File: config.mk
export PLATFORM = sky130hd
export DESIGN_NAME = band_mixer
export DESIGN_NICKNAME = d
export VERILOG_FILES = /design/src/rtl/band_mixer.sv
export SDC_FILE = /design/constraint.sdc
export NUM_CORES = 1
export LEC_CHECK = 0
export CORE_UTILIZATION = 52
export CTS_BUF_LIST = sky130_fd_sc_hd__clkbuf_16
export DETAILED_ROUTE_END_ITERATION = 8
export PLACE_DENSITY_LB_ADDON = 0.1
export SKIP_CTS_REPAIR_TIMING = 1
export SKIP_LAST_GASP = 1
export SLEW_MARGIN = 20
export SYNTH_ARGS = -nofsm -noshare
export SYNTH_HDL_FRONTEND = slang
export SYNTH_SLANG_ARGS = --single-unit
File: constraint.sdc
create_clock -name clk -period 6.7 [get_ports clk]
set_input_delay 0.67 -clock clk [delete_from_list [all_inputs] [get_ports clk]]
set_output_delay 0.67 -clock clk [all_outputs]
set_load 0.1 [all_outputs]
File: src/rtl/band_mixer.sv
// band_mixer
//   Weighted mono mix of NUM_BANDS signed 16-bit band streams. Every band
//   has a capture register and a pending bit. Once all bands are pending,
//   the samples and gains are snapshotted. One shared multiply-accumulate
//   then walks the bands, one band per cycle. The sum is rounded and
//   saturated to 16 bits.
//
// Ports
//   clk         system clock
//   rst_n       asynchronous active-low reset
//   band_data   NUM_BANDS x 16-bit signed samples, band i at [16*i +: 16]
//   band_valid  per-band one-cycle sample strobes
//   band_gain   NUM_BANDS x GAIN_WIDTH unsigned gains (Q1.(GAIN_WIDTH-1))
//   mix_out     signed mixed sample, held between results
//   mix_valid   one-cycle pulse when mix_out updates
//   mix_clip    high with mix_valid when the result saturated
//   overrun     sticky: a band delivered a new sample while still pending
//
// FSM states
//   state | meaning
//   IDLE  | waiting for every band to be pending; snapshot on entry to MAC
//   MAC   | one band product accumulated per cycle, idx 0..NUM_BANDS-1
//   OUT   | round, saturate and register the result, pulse mix_valid

module band_mixer #(
  parameter int NUM_BANDS  = 8,
  parameter int GAIN_WIDTH = 8
) (
  input  logic                             clk,
  input  logic                             rst_n,
  input  logic [NUM_BANDS*16-1:0]          band_data,
  input  logic [NUM_BANDS-1:0]             band_valid,
  input  logic [NUM_BANDS*GAIN_WIDTH-1:0]  band_gain,
  output logic signed [15:0]               mix_out,
  output logic                             mix_valid,
  output logic                             mix_clip,
  output logic                             overrun
);

  localparam int IDXW = (NUM_BANDS > 1) ? $clog2(NUM_BANDS) : 1;
  localparam int PW   = 16 + GAIN_WIDTH + 1;
  localparam int ACCW = PW + IDXW;
  localparam int FRAC = GAIN_WIDTH - 1;

  localparam logic signed [ACCW-1:0] HALF = ACCW'(1) <<< (FRAC - 1);
  localparam logic signed [ACCW-1:0] SMAX = ACCW'(32767);
  localparam logic signed [ACCW-1:0] SMIN = ACCW'(-32768);

  typedef enum logic [1:0] {IDLE, MAC, OUT} state_e;

  state_e                  state_q;
  logic [15:0]             cap_q  [NUM_BANDS];
  logic signed [15:0]      work_q [NUM_BANDS];
  logic [GAIN_WIDTH-1:0]   gain_q [NUM_BANDS];
  logic [NUM_BANDS-1:0]    pending_q, pending_d;
  logic                    overrun_q, overrun_d;
  logic signed [ACCW-1:0]  acc_q;
  logic [IDXW-1:0]         idx_q;
  logic signed [15:0]      mix_out_q;
  logic                    mix_valid_q, mix_clip_q;

  logic                    consume;
  logic signed [PW-1:0]    prod;
  logic signed [ACCW-1:0]  acc_rnd, acc_shr;
  logic signed [15:0]      sat_val;
  logic                    sat_clip;

  // A strobe on the consuming edge belongs to the next mix. It sets pending
  // again and is not an overrun, because the old sample is taken on that
  // same edge.
  always_comb begin
    consume   = (state_q == IDLE) && (&pending_q);
    pending_d = (consume ? '0 : pending_q) | band_valid;
    overrun_d = overrun_q | (|(band_valid & pending_q & {NUM_BANDS{~consume}}));
  end

  // The gain is zero-extended to make it a non-negative signed operand.
  assign prod = PW'(work_q[idx_q]) * PW'($signed({1'b0, gain_q[idx_q]}));

  always_comb begin
    acc_rnd  = acc_q + HALF;
    acc_shr  = acc_rnd >>> FRAC;
    sat_val  = acc_shr[15:0];
    sat_clip = 1'b0;
    if (acc_shr > SMAX) begin
      sat_val  = 16'sh7fff;
      sat_clip = 1'b1;
    end else if (acc_shr < SMIN) begin
      sat_val  = -16'sh8000;
      sat_clip = 1'b1;
    end
  end

  always_ff @(posedge clk or negedge rst_n) begin
    if (!rst_n) begin
      state_q     <= IDLE;
      pending_q   <= '0;
      overrun_q   <= 1'b0;
      acc_q       <= '0;
      idx_q       <= '0;
      mix_out_q   <= '0;
      mix_valid_q <= 1'b0;
      mix_clip_q  <= 1'b0;
      for (int i = 0; i < NUM_BANDS; i++) begin
        cap_q[i]  <= '0;
        work_q[i] <= '0;
        gain_q[i] <= '0;
      end
    end else begin
      pending_q   <= pending_d;
      overrun_q   <= overrun_d;
      mix_valid_q <= 1'b0;
      mix_clip_q  <= 1'b0;

      for (int i = 0; i < NUM_BANDS; i++) begin
        if (band_valid[i]) cap_q[i] <= band_data[16*i +: 16];
      end

      case (state_q)
        IDLE: begin
          if (consume) begin
            for (int i = 0; i < NUM_BANDS; i++) begin
              work_q[i] <= $signed(cap_q[i]);
              gain_q[i] <= band_gain[GAIN_WIDTH*i +: GAIN_WIDTH];
            end
            acc_q   <= '0;
            idx_q   <= '0;
            state_q <= MAC;
          end
        end
        MAC: begin
          acc_q <= acc_q + ACCW'(prod);
          idx_q <= idx_q + IDXW'(1);
          if (idx_q == IDXW'(NUM_BANDS - 1)) state_q <= OUT;
        end
        OUT: begin
          mix_out_q   <= sat_val;
          mix_clip_q  <= sat_clip;
          mix_valid_q <= 1'b1;
          state_q     <= IDLE;
        end
        default: state_q <= IDLE;
      endcase
    end
  end

  assign mix_out   = mix_out_q;
  assign mix_valid = mix_valid_q;
  assign mix_clip  = mix_clip_q;
  assign overrun   = overrun_q;

endmodule

==> impl_metrics.json, run 1 <==
{
  "tightest_slew_ps": 1089,
  "root_buffer": "clkbuf_16",
  "arrival_ps": 6930,
  "slowest_delay_ps": 540,
  "vias": 15538,
  "simple_gate_share_pct": 16.28,
  "yosysTopAreaCell": "dfrtp_1",
  "max-slew-margin-rel_pct": 27.14,
  "ant_nets": 0,
  "critPathMaxFanout": 13,
  "placedCellCount": 2839,
  "rows": 74,
  "drt_iter0_markers": 1070,
  "cap_violations": 0,
  "antenna_found_initial": 0,
  "edf_count": 0,
  "via_per_inst": 5.309,
  "violations": "design-rule violations",
  "maxSlewViolCount": 0,
  "core_sq_um": 41020,
  "port_buffers": 220,
  "synth_cell_types": 62,
  "avgSynthCellArea_sq_um": 10.15,
  "die_x_microns": 206.5,
  "numCtsBuffers": 42,
  "hold_path_class": "primary input to async pin",
  "route.detailed.drc": 5,
  "status": "finished with violations",
  "cts_tree": "built",
  "grt_setup_unrepaired": "true",
  "gr-total-overflow": 0
}
run 1: state kept, by name, indices dropped and copies added, names as in the netlist, 2 cells and up:
register   flops
cap_q        128
gain_q        64
idx_q          3
pending_q      8
work_q       128
state_q        2
acc_q         28
mix_out       16
run 1: placed cells by master, fill, tap and decap left out, types with 5 or more instances in the layout:
cell and instances:
a21o_1 21, buf_12 9, clkdlybuf4s50_1 216, fa_1 128
a311oi_1 11, nor3_1 14, a21oi_1 21, nand2_1 647
a31oi_1 6, nor2b_1 5, o21ai_0 32, clkbuf_16 44
o31ai_1 11, inv_1 224, xor2_1 6, mux2_2 132
mux2i_1 19, ha_1 59, nor2_1 114, buf_4 49
or2_2 8, nand3_1 36, mux4_2 48, o21a_1 9
xnor2_1 22, clkinv_1 9, dfrtp_1 378, clkinv_2 5
nand4_1 10
run 1: cell type report:
class / count / area [sq um] / area share, %
multi-input cells: 1444 / 11080 / 42.40
well taps: 532 / 665.6 / 2.546
repair buffers: 283 / 2824 / 10.80
clock inverters: 31 / 192.7 / 0.7371
flip-flops and latches: 380 / 9517 / 36.41
clock buffers: 42 / 1051 / 4.021
inverters: 215 / 807.0 / 3.087
run 1: through the flow:
stage	hold WS [ps]	utilization [%]	setup TNS, ps	area [sq um]
3_3_place_gp	441.5	60.12	0	24660
6_report	137.7	63.73	0	26140
3_5_place_dp	451.7	60.11	0	24660
2_1_floorplan	374.4	-	0	21750
4_1_cts	167.5	63.14	0	25900
5_1_grt	201.4	63.73	-93.58	26140
run 1: critical path, delay by kind of cell, from the launching register on:
kind                       cells  cell delay (ps)
and+or+nand+nor                5             1150
buffers and inverters          7              860
DFF                            1              520
AOI/OAI and AO/OA              3              310
adders and majority gates      6             2700
muxes                          2              800
run 1: final timing paths:
| kind | end | slack [ps] | cells past startpoint |
|---|---|---|---|
| worst max-delay path | acc_q[20] | 260 | 23 |
| worst min-delay path | gain_q[52] | 140 | 1 |
| worst max register to register | acc_q[20] | 260 | 23 |
| worst min register to register | work_q[79] | 460 | 2 |
| max in group asynchronous | work_q[55] | 5130 | 2 |
| min in group clk | work_q[79] | 460 | 2 |
run 1: layer usage:
| metal | up-vias | global-route usage, % | share of wire, % |
|---|---|---|---|
| met5 | - | 0 | 0 |
| li1 | 7368 | - | - |
| met3 | 62 | 2.791 | 3.5 |
| met2 | 317 | 42.46 | 49 |
| met1 | 7791 | 35.89 | 45 |
| met4 | 0 | 6.985 | 2.0 |
run 1: cell families after synthesis:
family,Yosys count
and+or+nand+nor,871
adders and majority gates,192
DFF,380
buffers and inverters,319
AOI/OAI and AO/OA,152
muxes,201
xor gates and xnor gates,28
Figure 1. Cell sizes after repair (run 1).
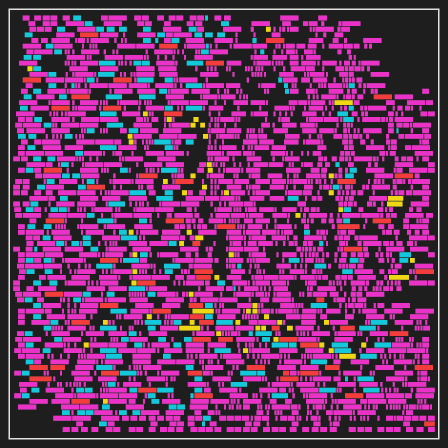
Key: _2 cells = cyan [cells 217, share 9.1%]; _3 and _4 cells = yellow [cells 60, share 2.5%]; _0 and _1 cells = magenta [cells 2058, share 86%]; _6 and larger = red [cells 60, share 2.5%]

Figure 2. Routing congestion map (run 1).
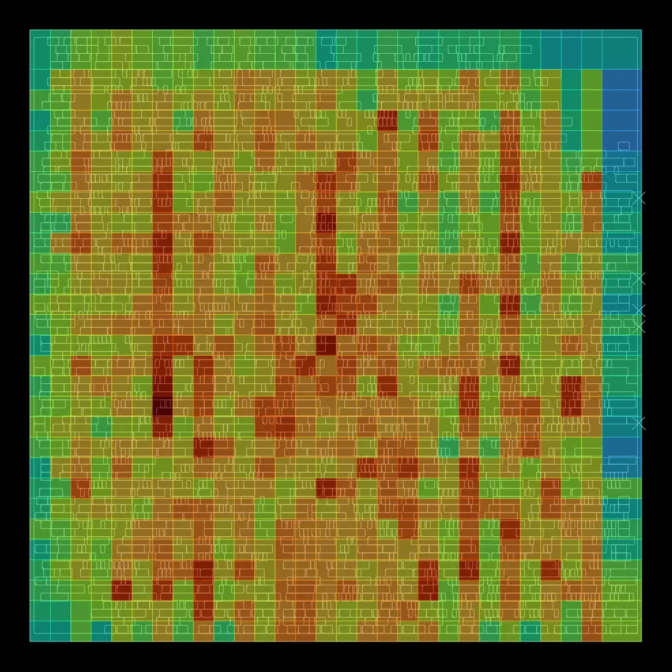
met1 GRT Util: 35.89%
per-cell routed wire length: 17.91 microns
met3 Usage GRT: 2.791%

Figure 3. Sequential cells colored by netlist name (run 1).
Other sequential cells in the stronger gray, the rest of the logic in the fainter gray.
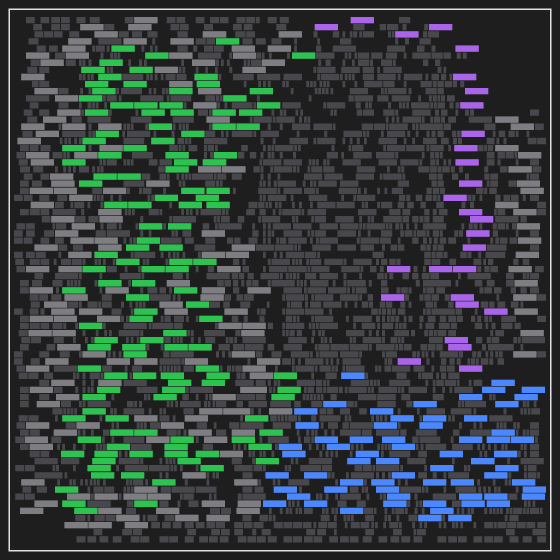
Key: `acc_q` = purple [sequential cells 28]; `gain_q` = blue [sequential cells 64]; `work_q` = green [sequential cells 128]

==> run 2, diff against run 1 <==
- CORE_UTILIZATION: 52 -> 58
- clock period: 6.7 -> 6.9 ns (I/O delays scaled with it)
Figure 4. Sequential cells colored by netlist name (run 2).
Other sequential cells in the stronger gray, the rest of the logic in the fainter gray.
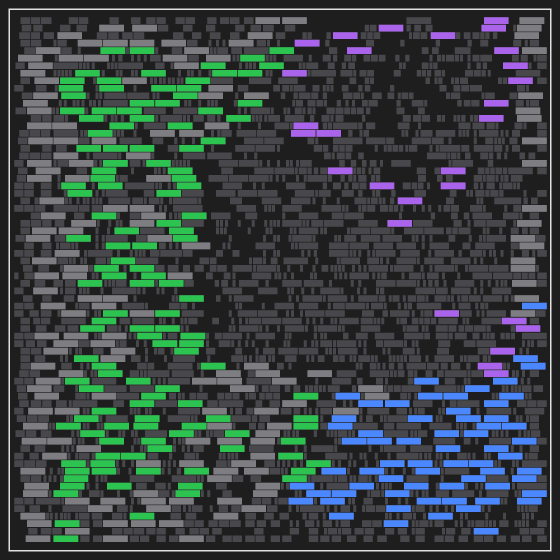
Key: `work_q` = green [sequential cells 128]; `gain_q` = blue [sequential cells 64, where south-east]; `acc_q` = purple [sequential cells 28]
Another 160 sequential cells are not colored.

Figure 5. Cell classes on the final placement (run 2).
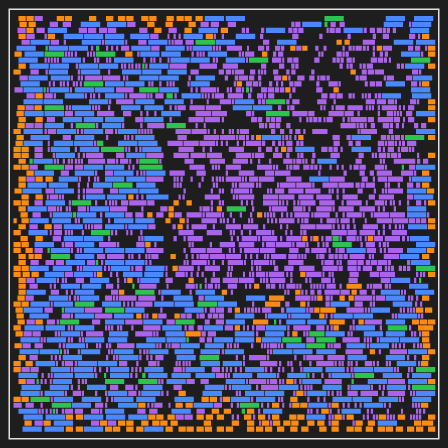
Key: remaining buffers and delay cells = orange [cells 285, share of their area 11%]; sequential cells = blue [cells 380, share of their area 37%]; combinational and other logic = purple [cells 1659, share of their area 47%]; clock drivers and dummy loads = green [cells 73, share of their area 5.0%]

==> impl_metrics.json, run 2 <==
{
  "postSynthCellCount": 2143,
  "fin_crit_ps": 6609,
  "hold_path_class": "primary input to async pin",
  "place_area_sq_um": 24680,
  "arrival_ps": 7080,
  "ff_latch_area_sq_um": 9514,
  "root_buffer": "clkbuf_16",
  "reg_top3": "cap_q: 128 flops, work_q: 128 flops, gain_q: 64 flops",
  "cap_violations": 0,
  "r2r_setup_slack_ps": 290,
  "status": "completed",
  "rows": 70,
  "final_area_sq_um": 26000,
  "final_cell_mix": "647 x nand2_1, 378 x dfrtp_1, 221 x inv_1, 218 x clkdlybuf4s50_1, 132 x mux2_2",
  "core_sq_um": 36790,
  "ff2ff_path_depth": 24,
  "via_per_inst": 5.534,
  "port_buffers": 220,
  "maxSlewViolCount": 0,
  "avgSynthCellArea_sq_um": 10.15,
  "vias": 15855,
  "chip_area_sq_um": 38270,
  "wl_per_cell_microns": 19.11,
  "drt_iter0_markers": 992,
  "numCtsBuffers": 40,
  "fin_hold_ws_ps": 138.3,
  "synth_cell_types": 62,
  "cts_tree": "built",
  "r2r_end": "acc_q[27]",
  "ant_nets": 0,
  "grt_setup_unrepaired": "true",
  "post-route-period-util_pct": 95.79,
  "tightest_slew_ps": 1128,
  "route.detailed.drc": 0,
  "final_layout_top_logic_cell": "nand2_1",
  "max-slew-margin-rel_pct": 24.53,
  "logic_area_sq_um": 11030,
  "edf_count": 0,
  "yosysTopAreaCell": "dfrtp_1",
  "placedCellCount": 2790,
  "critPathMaxFanout": 8,
  "antenna_found_initial": 0,
  "die_x_microns": 195.6
}
-- run 2: routing by layer --
metal / vias to the layer above / GRT usage [%] / part of all wire, %
li1: 7358 / - / -
met1: 7939 / 41.41 / 43
met2: 462 / 51.08 / 49
met3: 96 / 3.938 / 4.5
met4: 0 / 9.945 / 3.1
met5: - / 0 / 0
-- run 2: logic make-up (layout without fill, tap and decap cells) --
family	count (synthesis)	after routing	synth area share [%]
buffers and inverters	319	573	5.667
XOR/XNOR	28	28	1.128
AND/OR/NAND/NOR	871	871	16.28
flip-flops	380	380	43.73
multiplexers	201	201	12.77
adder cells (fa/ha/maj)	192	192	15.47
AND-OR/OR-AND	152	152	4.960
-- run 2: final cells by class --
cell class,count,area share (%)
multi-input combinational,1444,42.43
timing repair buffer,285,10.73
clock inverter,33,1.035
sequential,380,36.60
clock buffer,40,3.850
inverter,215,3.104
tap,468,2.252
-- run 2: metrics by stage --
step	setup TNS [ps]	utilization, %
after floorplan	0	-
after global placement	0	67.10
after detailed placement	0	67.10
after CTS	0	70.55
after global routing	-79.68	70.67
final	0	70.67
-- run 2: worst max path at each step --
stage / start / cells after the start / end / slack, ps
floorplan: idx_q[0] / 22 / acc_q[27] / 220
global placement: idx_q[0] / 24 / acc_q[27] / 260
detailed placement: idx_q[0] / 24 / acc_q[27] / 110
CTS: idx_q[0] / 22 / acc_q[27] / 60
global route: idx_q[0] / 24 / acc_q[27] / -70
finish: idx_q[0] / 24 / acc_q[27] / 290
-- run 2: worst max-delay path: stages (launching register included) --
cell and delay [ps]:
dfrtp_4 530, buf_4 200, mux4_2 500, mux2i_1 170, buf_4 190, inv_1 50
nand2_1 90, inv_1 60, fa_1 550, inv_1 160, fa_1 550, inv_1 50
fa_1 460, fa_1 550, inv_1 60, fa_1 510, inv_1 40, ha_1 370
a21oi_1 160, o21ai_0 150, o41ai_2 280, a2bb2oi_1 250, o31ai_1 140, a211oi_2 230
mux2i_1 200
==> run 3, diff against run 2 <==
- CTS_CLUSTER_DIAMETER: default -> 100
Figure 6. Sequential cells colored by netlist name (run 3).
Other sequential cells in the stronger gray, the rest of the logic in the fainter gray.
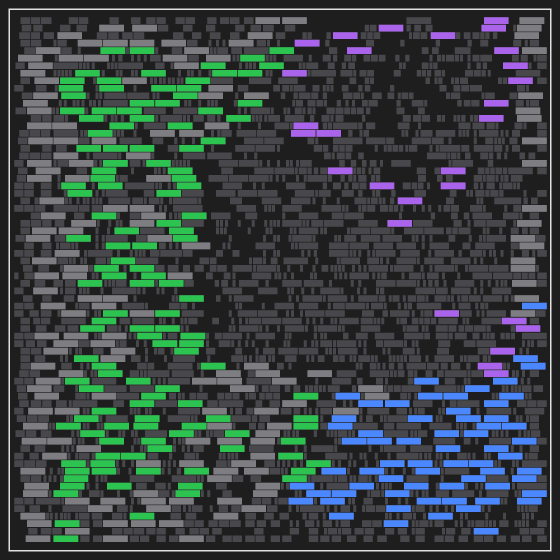
Key: `gain_q` = blue [sequential cells 64, where south-east]; `acc_q` = purple [sequential cells 28]; `work_q` = green [sequential cells 128]
Another 160 sequential cells are not colored.

Figure 7. Cell density map (run 3).
The die is cut into 20 by 20 equal tiles; black is low, pale yellow is high, 0 to 100% covered.
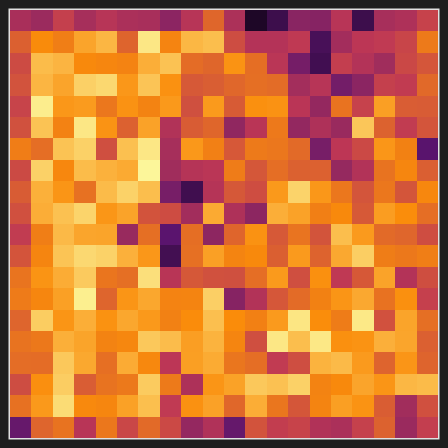
The emptiest ninth of the die: north-east. The fullest tile reaches 98%. The mean over all tiles is 66%. 37% of the tiles are over 75% full.

==> impl_metrics.json, run 3 <==
{
  "final_area_sq_um": 26000,
  "via_per_inst": 5.534,
  "antenna_found_initial": 0,
  "r2r_end": "acc_q[27]",
  "port_buffers": 220,
  "drt_iter0_markers": 992,
  "max-slew-margin-rel_pct": 24.53,
  "edf_count": 0,
  "synthAdderAreaFrac_pct": 15.47,
  "fin_crit_ps": 6609,
  "fin_hold_ws_ps": 138.3,
  "critPathMaxFanout": 8,
  "rows": 70,
  "status": "completed",
  "cp-startpoint": "idx_q[0]",
  "place_area_sq_um": 24680,
  "final_cell_mix": "647 x nand2_1, 378 x dfrtp_1, 221 x inv_1, 218 x clkdlybuf4s50_1, 132 x mux2_2",
  "die_x_microns": 195.6,
  "ant_nets": 0,
  "cts_tree": "built"
}
-- run 3: cell type report --
| cell class | instances | area, sq um |
|---|---|---|
| inverters | 215 | 807.0 |
| clock inverters | 33 | 269.0 |
| repair buffers | 285 | 2790 |
| clock buffers | 40 | 1001 |
| fillers | 2772 | 10790 |
| flip-flops and latches | 380 | 9514 |
| well taps | 468 | 585.6 |
| multi-input cells | 1444 | 11030 |
-- run 3: worst min-delay path by stage --
stage,from,endpoint,cells after the start
5_1_grt,rst_n,gain_q[51],1
4_1_cts,rst_n,gain_q[51],1
3_3_place_gp,cap_q[88],work_q[88],2
2_1_floorplan,rst_n,acc_q[0],0
6_report,rst_n,gain_q[51],1
3_5_place_dp,cap_q[79],work_q[79],2
-- run 3: per-stage QoR --
| step | setup slack [ps] | cells | utilization, % |
|---|---|---|---|
| detailed placement | 105.8 | 2790 | 67.10 |
| floorplan | 216.1 | 2143 | - |
| finish | 290.8 | 2865 | 70.67 |
| global route | -71.18 | 2865 | 70.67 |
| CTS | 64.80 | 2863 | 70.55 |
| global placement | 259.8 | 2790 | 67.10 |
-- run 3: logic make-up after synthesis --
family / Yosys count
fa+ha+maj: 192
flops: 380
buf+inv: 319
compound gates: 152
xor+xnor: 28
mux: 201
simple gates: 871
-- run 3: layer usage --
layer	routed length, microns	global-route usage (%)
met3	2465	3.938
met5	0	0
met4	1701	9.945
met1	23610	41.41
met2	26960	51.08
-- run 3: worst max-delay path, cell delays in order (launching register included) --
cell       delay [ps]
dfrtp_4           530
buf_4             200
mux4_2            500
mux2i_1           170
buf_4             190
inv_1              50
nand2_1            90
inv_1              60
fa_1              550
inv_1             160
fa_1              550
inv_1              50
fa_1              460
fa_1              550
inv_1              60
fa_1              510
inv_1              40
ha_1              370
a21oi_1           160
o21ai_0           150
o41ai_2           280
a2bb2oi_1         250
o31ai_1           140
a211oi_2          230
mux2i_1           200
